==> config.mk <==
export PLATFORM = sky130hd
export DESIGN_NAME = instr_fetch_unit
export DESIGN_NICKNAME = d
export VERILOG_FILES = /design/src/rtl/instr_fetch_unit.sv
export SDC_FILE = /design/constraint.sdc
export NUM_CORES = 1
export LEC_CHECK = 0
export CAP_MARGIN = 25
export CORE_UTILIZATION = 50
export CTS_CLUSTER_SIZE = 28
export DETAILED_ROUTE_END_ITERATION = 7
export GPL_ROUTABILITY_DRIVEN = 1
export PLACE_DENSITY = 0.85
export SLEW_MARGIN = 40
export SYNTH_ARGS = -nofsm -noshare
export SYNTH_HDL_FRONTEND = slang
export SYNTH_SLANG_ARGS = --single-unit
==> constraint.sdc <==
create_clock -name CLK -period 7.8 [get_ports CLK]
set_input_delay 1.56 -clock CLK [delete_from_list [all_inputs] [get_ports CLK]]
set_output_delay 1.56 -clock CLK [all_outputs]
set_load 0.03 [all_outputs]
==> src/rtl/instr_fetch_unit.sv <==
// instr_fetch_unit: front end of the single-cycle datapath.
// Owns the PC, fetches 32-bit words through a req/ack handshake, holds each word in an
// instruction register and presents decoded fields with a valid/ready handshake. On retire
// the control unit's PCWre/PCSrc/ExtImm decide the next PC or stop fetch altogether.
//
// Ports:
//   CLK, Reset            clock, asynchronous active-high reset
//   PCWre, PCSrc, ExtImm  control-unit decisions, sampled only on the retire edge
//   ins_ready             datapath accepts (retires) the presented instruction
//   mem_req/mem_addr      instruction memory read request and word-aligned address
//   mem_rdata/mem_ack     read data and completion
//   ins_valid             instruction register holds an unretired instruction
//   OpCode/rs/rt/rd/imm16 instruction register fields
//   PC                    address of the presented instruction
//   halted                fetch stopped by a halt instruction
module instr_fetch_unit #(
  parameter int unsigned          ADDR_W   = 32,
  parameter logic [ADDR_W-1:0]    RESET_PC = '0
) (
  input  logic              CLK,
  input  logic              Reset,
  input  logic              PCWre,
  input  logic              PCSrc,
  input  logic [31:0]       ExtImm,
  input  logic              ins_ready,
  output logic              mem_req,
  output logic [ADDR_W-1:0] mem_addr,
  input  logic [31:0]       mem_rdata,
  input  logic              mem_ack,
  output logic              ins_valid,
  output logic [5:0]        OpCode,
  output logic [4:0]        rs,
  output logic [4:0]        rt,
  output logic [4:0]        rd,
  output logic [15:0]       imm16,
  output logic [ADDR_W-1:0] PC,
  output logic              halted
);

  localparam logic [1:0] StIdle  = 2'd0;
  localparam logic [1:0] StFetch = 2'd1;
  localparam logic [1:0] StHold  = 2'd2;
  localparam logic [1:0] StHalt  = 2'd3;

  // Low PC bits are forced to zero so the PC can never become misaligned.
  localparam logic [ADDR_W-1:0] ResetPcAligned = {RESET_PC[ADDR_W-1:2], 2'b00};

  logic [1:0]        state_q, state_d;
  logic [ADDR_W-1:0] pc_q, pc_d;
  logic [31:0]       ir_q, ir_d;

  logic [ADDR_W-1:0] pc_plus4;
  logic [ADDR_W-1:0] br_off;
  logic              retire;

  // Sign-extend the word offset before scaling so negative offsets branch backwards for any
  // ADDR_W; the sum is truncated to ADDR_W, giving modulo-2^ADDR_W arithmetic.
  assign br_off   = ADDR_W'({{ADDR_W{ExtImm[31]}}, ExtImm, 2'b00});
  assign pc_plus4 = pc_q + ADDR_W'(4);
  assign retire   = (state_q == StHold) && ins_ready;

  always_comb begin
    state_d = state_q;
    pc_d    = pc_q;
    ir_d    = ir_q;
    unique case (state_q)
      // Spacer cycle: an ack left over from before reset is never seen in FETCH.
      StIdle: state_d = StFetch;
      StFetch: begin
        if (mem_ack) begin
          ir_d    = mem_rdata;
          state_d = StHold;
        end
      end
      StHold: begin
        if (retire) begin
          if (!PCWre) begin
            state_d = StHalt;
          end else begin
            pc_d    = PCSrc ? (pc_plus4 + br_off) : pc_plus4;
            state_d = StFetch;
          end
        end
      end
      StHalt: state_d = StHalt;
      default: state_d = StIdle;
    endcase
  end

  always_ff @(posedge CLK or posedge Reset) begin
    if (Reset) begin
      state_q <= StIdle;
      pc_q    <= ResetPcAligned;
      ir_q    <= '0;
    end else begin
      state_q <= state_d;
      pc_q    <= {pc_d[ADDR_W-1:2], 2'b00};
      ir_q    <= ir_d;
    end
  end

  // Outputs decode directly from state so an asynchronous reset drops mem_req immediately.
  assign mem_req   = (state_q == StFetch);
  assign ins_valid = (state_q == StHold);
  assign halted    = (state_q == StHalt);
  assign mem_addr  = pc_q;
  assign PC        = pc_q;

  assign OpCode = ir_q[31:26];
  assign rs     = ir_q[25:21];
  assign rt     = ir_q[20:16];
  assign rd     = ir_q[15:11];
  assign imm16  = ir_q[15:0];

endmodule

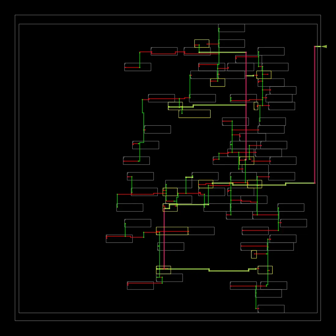
Figure 1: clock nets.
sequential cells: 64
CTS buffer count: 9
CLK BUF: 12
clock distribution power: 0.320 mW
Worst-Skew Late Latency: 0.35 ns

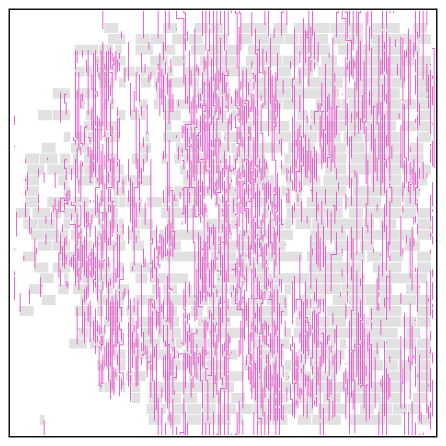
Figure 2: signal wires on met2.
(4 px per um)
The layer holds 48% of the routed length. The longest straight run is 35.9 um. The wires run mostly vertical.
final WL: 16,070 um
met2 usage: 47.87%
total number of vias: 5,238

## cell usage after synthesis (2+ instances only)
cell type / number / area, sq um
a2111oi_0: 2 / 17.52
a211oi_1: 2 / 15.01
a21boi_1: 2 / 15.01
a21o_1: 14 / 105.1
a21oi_1: 42 / 210.2
a221oi_1: 4 / 35.03
a22oi_1: 8 / 60.06
a31oi_1: 5 / 31.28
and2_1: 4 / 25.02
and3_1: 10 / 62.56
and4_1: 5 / 43.79
buf_1: 3 / 11.26
buf_4: 39 / 292.8
clkbuf_1: 29 / 108.9
dfrtp_1: 64 / 1602
ha_1: 37 / 462.9
inv_1: 18 / 67.56
mux2_2: 35 / 394.1
mux2i_1: 4 / 40.04
nand2_1: 54 / 202.7
nand2b_1: 4 / 25.02
nand3_1: 22 / 110.1
nand4_1: 20 / 125.1
nor2_1: 41 / 153.9
nor2b_1: 8 / 50.05
nor3_1: 10 / 50.05
nor3_2: 2 / 20.02
nor4_1: 12 / 75.07
o211ai_1: 3 / 22.52
o21a_1: 5 / 37.54
o21ai_0: 50 / 250.2
o21ai_2: 2 / 17.52
o21bai_1: 4 / 30.03
o22a_1: 2 / 17.52
o22ai_1: 2 / 12.51
o31a_1: 2 / 17.52
o31ai_1: 2 / 15.01
o41ai_2: 2 / 32.53
or4_1: 2 / 15.01
xnor2_1: 34 / 297.8
xor2_1: 15 / 131.4
## registers in the layout, indices dropped and copies added (netlist names)
name	flops
ir_q	32
PC	30
state_q	2
## power by group through the flow
stage	combinational (mW)	sequential [mW]	clock (mW)
floorplan	0.699	0.804	0
global placement	1.35	0.589	0
detailed placement	1.38	0.603	0
CTS	1.39	0.598	0.324
global route	1.48	0.616	0.336
finish	1.39	0.599	0.320
## how the worst max path moves through the flow
stage                     slack, ns  endpoint  cells past startpoint
after detailed placement       3.21    PC[18]                     11
after global routing           3.08    PC[31]                     13
after CTS                      3.51    PC[31]                     15
after floorplan                4.02    PC[31]                     15
after global placement         3.28    PC[18]                     11
final                          3.50    PC[31]                     16
## logic make-up after synthesis
| logic type | after synthesis |
|---|---|
| adders and majority gates | 38 |
| xor gates and xnor gates | 49 |
| buffers and inverters | 90 |
| AOI/OAI and AO/OA | 163 |
| muxes | 39 |
| other | 1 |
| and+or+nand+nor | 198 |
| DFF | 64 |
## layer usage
metal | GRT usage (%) | part of all wire (%)
met1 | 38.00 | 44
met2 | 47.87 | 48
met3 | 5.395 | 6.2
met4 | 9.198 | 1.7
met5 | 0 | 0
## final cells by class
class	instances	area (sq um)
Clock buffer	12	155.1
Fill cell	827	3314
Multi-Input combinational cell	491	3386
Timing Repair Buffer	171	1703
Sequential cell	64	1602
Inverter	18	67.56
Tap cell	136	170.2
Clock inverter	3	65.06
## metrics by stage
stage / util (%) / area (sq um) / cells / power (mW)
3_5_place_dp: 66.18 / 6924 / 880 / 1.988
5_1_grt: 68.32 / 7148 / 895 / 2.435
3_3_place_gp: 66.16 / 6922 / 880 / 1.943
4_1_cts: 68.29 / 7144 / 895 / 2.313
6_report: 68.32 / 7148 / 895 / 2.310
2_1_floorplan: - / 5473 / 645 / 1.502
==> changes_impl.md <==
### Implementation results

- Synth Seq Share: 29.32%
- Avg Cell Area, Syn: 8.507 sq um
- Post-synth EDFFs: 0
- Status: finished clean
- Global-route wire length before repair: 25,530 um
- CTS clk-pin slew, worst paths: 0.06 ns
- Residual DRC: 0
- CTS tree: yes
- Num ports: 174
- P_leak: 3.013 nW
- Final GP Congestion: 0.9139
- Hold endpoint: ir_q[28]
- Main logic family: AND-OR/OR-AND gates
- Clk_skew: 0.006290 ns
- Total gr overflow: 0
- Core area: 10,460 sq um
- Crit path from: PC[2]
- Sw Ratio: 45.74%
- Chip Area: 11,350 sq um
- Worst hold path type: flop to flop
- Highest-count logic cell in the final layout: clkdlybuf4s50_1
- Crit path time final: 4.295 ns
- Slowest stage delay, CP: 0.51 ns
- CP cell instances: ha_1 -> and3_1 -> and3_1 -> nand3_1 -> nor2_1 -> nand2_1 -> nor3_1 -> xor2_1 -> ha_1 -> nand2_1 -> nor4_1 -> nand2_1 -> o21ai_0 -> mux2_2 -> o31ai_1 -> nand2b_1
- Nets@finish: 863
- Post-cts sizing count: 0
- Worst EP arrival: 4.53 ns
- FF-to-FF setup slack: 3.50 ns
- Total Routing Usage GR: 28.89%
- Hpwl dp: 12,430 um
- ANT cells: 0
- Synth Warn #: 0
- R2R depth: 16
- Worst path most repeated cell: nand2_1
- Basic Gates by Area: 18.08%
- Critical path required time: 8.03 ns
- Fp_density: 52.20%
- Adder share: 8.843%
- CP top delay family: simple AND/OR/NAND/NOR gates
- Pin count of the biggest net entering global routing: 65
- CP Class: flop to flop
- Antenna Violating Nets Remaining: 0
- MUX share of area: 7.950%
- Crit share post-route: 55.07%
- Pre-antenna DRT Iters: 5
- Worst path slowest cell: dfrtp_1
- Die span in y: 106.5 um
- Yosys Instances: 642
- XOR/XNOR Area Share: 7.858%
- Clock tree sinks: 64
- Maximum vdd drop: 0.2816 mV
- Worst slack at placement: 3.206 ns
- Switching Power: 1.057 mW
- Final hold violation count: 0
- Synth unique cells: 58
- Comb pwr share: 60.2%
- Hold Slack: 0.5132 ns
- Layout cells sized above 1: 8.432%
- Synthesized area: 5461 sq um
- FFs w/ async S/R, synth: 100.0%
- Vias per inst: 5.853
- Setup_tns: 0 ns
- Clock power share: 13.8%
- Vias in the first global route: 5,060
- Cell Rows: 37
- IO buf count: 167
- CP bufs+invs: 0
- Power Density: 323.2 nW/um^2
- CTS Buffer Depth: 2
- Setup ws final: 3.505 ns
- Initial antenna violation count: 0
- R2r startpoint: PC[2]
- Most frequent cells in the layout: 166 x clkdlybuf4s50_1, 64 x dfrtp_1, 54 x nand2_1
- Worst hold start: ir_q[28]
- Hold depth: 1
- Cts hold-fix bufs: 0
- Layout Area Growth over Synthesis: 30.88%
- Max transition margin: 57.47%
- Cell count after synthesis: 642
- Setup violators final: 0
No activity file was given, so power comes from the tool's default toggle rates.
